$ cat src/rtl/if_pc_stage.sv
// Instruction-fetch stage: program counter, sequential PC generation, branch
// redirect and the IF/ID pipeline register with stall/flush control.
module if_pc_stage #(
    parameter logic [63:0] RESET_PC = 64'h0,
    parameter int unsigned PC_STEP  = 4
) (
    input  logic        clk,
    input  logic        reset,
    input  logic        stall,
    input  logic        branch_taken,
    input  logic [63:0] branch_target,
    input  logic [31:0] instr_in,
    output logic [63:0] pc_out,
    output logic [63:0] pc_plus4,
    output logic [63:0] ifid_pc,
    output logic [63:0] ifid_pc_plus4,
    output logic [31:0] ifid_instr,
    output logic        ifid_valid,
    output logic        misalign_err
);

    localparam logic [31:0] NopInstr = 32'hD503201F;

    logic [63:0] pc_q, pc_d;
    logic [63:0] ifid_pc_q, ifid_pc_d;
    logic [63:0] ifid_pc_plus4_q, ifid_pc_plus4_d;
    logic [31:0] ifid_instr_q, ifid_instr_d;
    logic        ifid_valid_q, ifid_valid_d;
    logic        misalign_q, misalign_d;

    logic [63:0] seq_pc;
    logic [63:0] aligned_target;

    // Sequential PC wraps modulo 2^64; target low bits are forced to word alignment.
    always_comb begin
        seq_pc         = pc_q + 64'(PC_STEP);
        aligned_target = {branch_target[63:2], 2'b00};
    end

    // Next-state: a taken branch overrides a stall and flushes IF/ID to a bubble.
    always_comb begin
        pc_d            = pc_q;
        ifid_pc_d       = ifid_pc_q;
        ifid_pc_plus4_d = ifid_pc_plus4_q;
        ifid_instr_d    = ifid_instr_q;
        ifid_valid_d    = ifid_valid_q;
        misalign_d      = misalign_q;
        if (branch_taken) begin
            pc_d            = aligned_target;
            ifid_pc_d       = 64'h0;
            ifid_pc_plus4_d = 64'h0;
            ifid_instr_d    = NopInstr;
            ifid_valid_d    = 1'b0;
            if (branch_target[1:0] != 2'b00) begin
                misalign_d = 1'b1;
            end
        end else if (!stall) begin
            pc_d            = seq_pc;
            ifid_pc_d       = pc_q;
            ifid_pc_plus4_d = seq_pc;
            ifid_instr_d    = instr_in;
            ifid_valid_d    = 1'b1;
        end
    end

    // State registers with synchronous reset dominating all other inputs.
    always_ff @(posedge clk) begin
        if (reset) begin
            pc_q            <= RESET_PC;
            ifid_pc_q       <= 64'h0;
            ifid_pc_plus4_q <= 64'h0;
            ifid_instr_q    <= NopInstr;
            ifid_valid_q    <= 1'b0;
            misalign_q      <= 1'b0;
        end else begin
            pc_q            <= pc_d;
            ifid_pc_q       <= ifid_pc_d;
            ifid_pc_plus4_q <= ifid_pc_plus4_d;
            ifid_instr_q    <= ifid_instr_d;
            ifid_valid_q    <= ifid_valid_d;
            misalign_q      <= misalign_d;
        end
    end

    // Output assignments.
    always_comb begin
        pc_out        = pc_q;
        pc_plus4      = seq_pc;
        ifid_pc       = ifid_pc_q;
        ifid_pc_plus4 = ifid_pc_plus4_q;
        ifid_instr    = ifid_instr_q;
        ifid_valid    = ifid_valid_q;
        misalign_err  = misalign_q;
    end

endmodule

$ cat config.mk
export PLATFORM = sky130hd
export DESIGN_NAME = if_pc_stage
export DESIGN_NICKNAME = d
export VERILOG_FILES = /design/src/rtl/if_pc_stage.sv
export SDC_FILE = /design/constraint.sdc
export NUM_CORES = 1
export LEC_CHECK = 0
export CAP_MARGIN = 30
export CORE_MARGIN = 5
export CORE_UTILIZATION = 38
export CTS_CLUSTER_DIAMETER = 100
export DETAILED_ROUTE_END_ITERATION = 7
export PLACE_DENSITY = 0.79
export SYNTH_ARGS = -nofsm -noshare
export SYNTH_HDL_FRONTEND = slang
export SYNTH_SLANG_ARGS = --single-unit
$ cat constraint.sdc
create_clock -name clk -period 5.65 [get_ports clk]
set_input_delay 1.13 -clock clk [delete_from_list [all_inputs] [get_ports clk]]
set_output_delay 1.13 -clock clk [all_outputs]
set_load 0.05 [all_outputs]
==> impl_metrics.yaml <==
# yosys + openroad results
layout:
  sh_comb_area_pct: 35.50
  final_area_mm2: 0.01513
  non_clock_inverter_count: 38
  antenna-diode-count: 2
  layout.area.top_class: "multi-input combinational cells"
  signal_buffers: 393
  synthToLayoutAreaGrowth_pct: 44.98
route:
  routed_wire_length_per_instance_um: 20.73
  first_iter_violations: 685
synth:
  seq_area_frac_synth_pct: 42.20
  synth-edff-count: 0
  netlist_area_mm2: 0.01044
  netlist.top_cell.by_area: "sky130_fd_sc_hd__dfxtp_1"
  post-synth-top-area-fraction_pct: 42.20
run_status:
  outcome: "finished, final reports clean"
clock_network:
  clockBufferDepth: 3
job:
  log.warning_count: 30
global_routing:
  routing_usage_on_met2_pct: 39.66
  groute.usage.overall_pct: 23.54
final_timing:
  finalSetupViolations: 0
  final_max_slew_viol_count: 0
pwr:
  cellInternalPower_uw: 2964
  pg_comb_uw: 852
  power.group.top: "clock"
  power.total_uw: 4263
placed_design:
  globalplace.congestion: 0.8838
  portBuffers: 381
worst_setup_path:
  crit_path_top_delay_cell: "sky130_fd_sc_hd__or4_1"
  worstReg2RegEnd: "ifid_pc_plus4[56]"
  cpPeakStageDelay_ns: 0.87
  rrSetupSlack_ns: 2.68
  path_class: "flip-flop to primary output"
hold_path:
  timing.hold.worst.start: "misalign_err"
==> routing by layer <==
layer  vias to the layer above  share of wire [%]
met1                      4604                 40
met2                       399                 48
li1                       4676                  -
met3                       102                8.2
met5                         -              0.034
met4                         2                4.4
==> stage by stage <==
stage	hold WS (ns)	instances	setup slack, ns
after global placement	0.4367	1820	1.027
after detailed placement	0.4446	1821	0.9394
after CTS	0.4551	1865	0.3679
after global routing	0.4802	1867	0.1806
final	0.4504	1867	0.4039
after floorplan	0.6639	1206	1.410
==> state kept, by name, summed over array words and instances (netlist names) <==
signal	flops
pc_out	62
ifid_instr	32
ifid_pc	62
ifid_valid	1
misalign_err	1
ifid_pc_plus4	62
==> kinds of logic (layout without fill, tap and decap cells) <==
group,count (synthesis),count (layout),share of synthesized area (%)
AOI/OAI and AO/OA,139,139,8.620
buffers and inverters,157,475,6.678
xor gates and xnor gates,110,110,9.231
DFF,220,220,42.20
other,1,10,0.03593
adders and majority gates,1,1,0.1199
and+or+nand+nor,450,450,21.51
muxes,121,121,11.61
==> cells in the mapped netlist, types with 2 or more instances <==
cell and number:
sky130_fd_sc_hd__or3_1 9, sky130_fd_sc_hd__a211oi_1 26, sky130_fd_sc_hd__and4_1 7, sky130_fd_sc_hd__nand4_1 30
sky130_fd_sc_hd__nand2_1 69, sky130_fd_sc_hd__nor3_2 3, sky130_fd_sc_hd__o21a_1 29, sky130_fd_sc_hd__inv_1 38
sky130_fd_sc_hd__buf_2 23, sky130_fd_sc_hd__nor3_1 35, sky130_fd_sc_hd__clkbuf_1 66, sky130_fd_sc_hd__a311oi_1 3
sky130_fd_sc_hd__o21ai_0 9, sky130_fd_sc_hd__and3_1 8, sky130_fd_sc_hd__or2_2 6, sky130_fd_sc_hd__nand4_2 3
sky130_fd_sc_hd__o21bai_1 3, sky130_fd_sc_hd__nor2b_1 13, sky130_fd_sc_hd__nor4_1 17, sky130_fd_sc_hd__o22ai_1 2
sky130_fd_sc_hd__nor4_2 5, sky130_fd_sc_hd__or4_1 4, sky130_fd_sc_hd__buf_1 11, sky130_fd_sc_hd__and2_1 2
sky130_fd_sc_hd__nand3_2 3, sky130_fd_sc_hd__mux2i_1 121, sky130_fd_sc_hd__nand2b_1 7, sky130_fd_sc_hd__xor2_1 44
sky130_fd_sc_hd__a211oi_2 2, sky130_fd_sc_hd__dfxtp_1 220, sky130_fd_sc_hd__nor2_1 184, sky130_fd_sc_hd__xnor2_1 66
sky130_fd_sc_hd__buf_6 2, sky130_fd_sc_hd__buf_4 17, sky130_fd_sc_hd__o211a_1 3, sky130_fd_sc_hd__nand4b_1 2
sky130_fd_sc_hd__nand3_1 33, sky130_fd_sc_hd__a21oi_1 58
==> worst max-delay path by stage <==
stage | startpoint | endpoint | slack (ns) | cells after the start
after global placement | pc_out[2] | pc_plus4[56] | 1.03 | 8
after global routing | pc_out[3] | pc_plus4[56] | 0.18 | 8
after CTS | pc_out[2] | pc_plus4[62] | 0.37 | 8
after floorplan | pc_out[2] | pc_plus4[56] | 1.41 | 8
after detailed placement | pc_out[2] | pc_plus4[56] | 0.94 | 8
final | pc_out[2] | pc_plus4[62] | 0.40 | 8
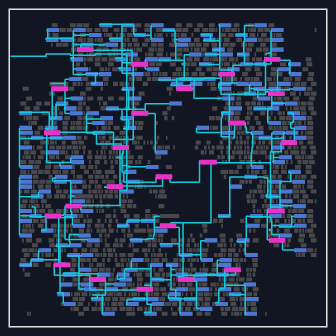
(images/clk_routes.png)
Key: magenta = clock drivers [count 25]; cyan = clock wires [length 3020 um]; blue = flip-flops [count 220]
Position of the flops: spread over the die. There are 26 routed clock nets.

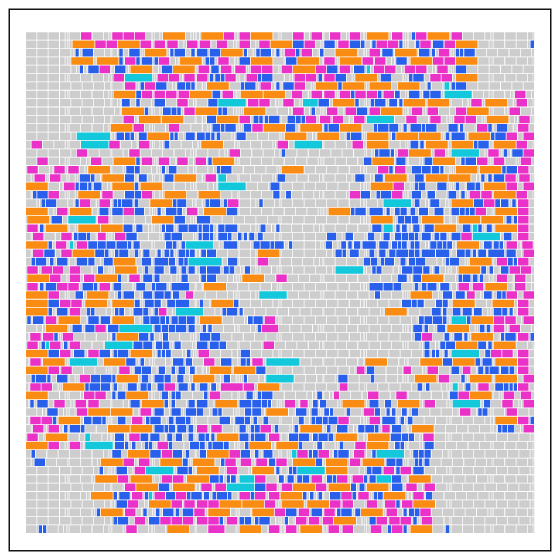
(images/placement_by_type.png)
Fill, decap, tap and diode cells in gray.
Key: orange = flops [cells 220, share of their area 30%]; magenta = other buffers and delay cells [cells 393, share of their area 27%]; blue = combinational and other logic [cells 867, share of their area 38%]; cyan = clock drivers and dummy loads [cells 44, share of their area 5.8%]
final core area utilization: 55.99%
Row Count: 60
Seq/total area: 29.11%

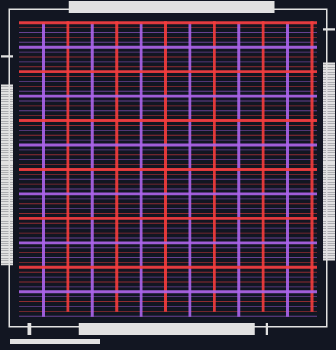
(images/power_grid.png)
Bar = 50 um. Pins as bars on the die edge.
Key: purple = VSS; red = VDD
12 straps on met4. 61 met1 rails follow the rows. 12 straps on met5.
Die Y: 175.7 um
Core ar.: 0.02703 mm2
Peak VDD IR: 0.2160 mV
width of the chip: 175.7 um

Power and IR drop assume default switching activity.
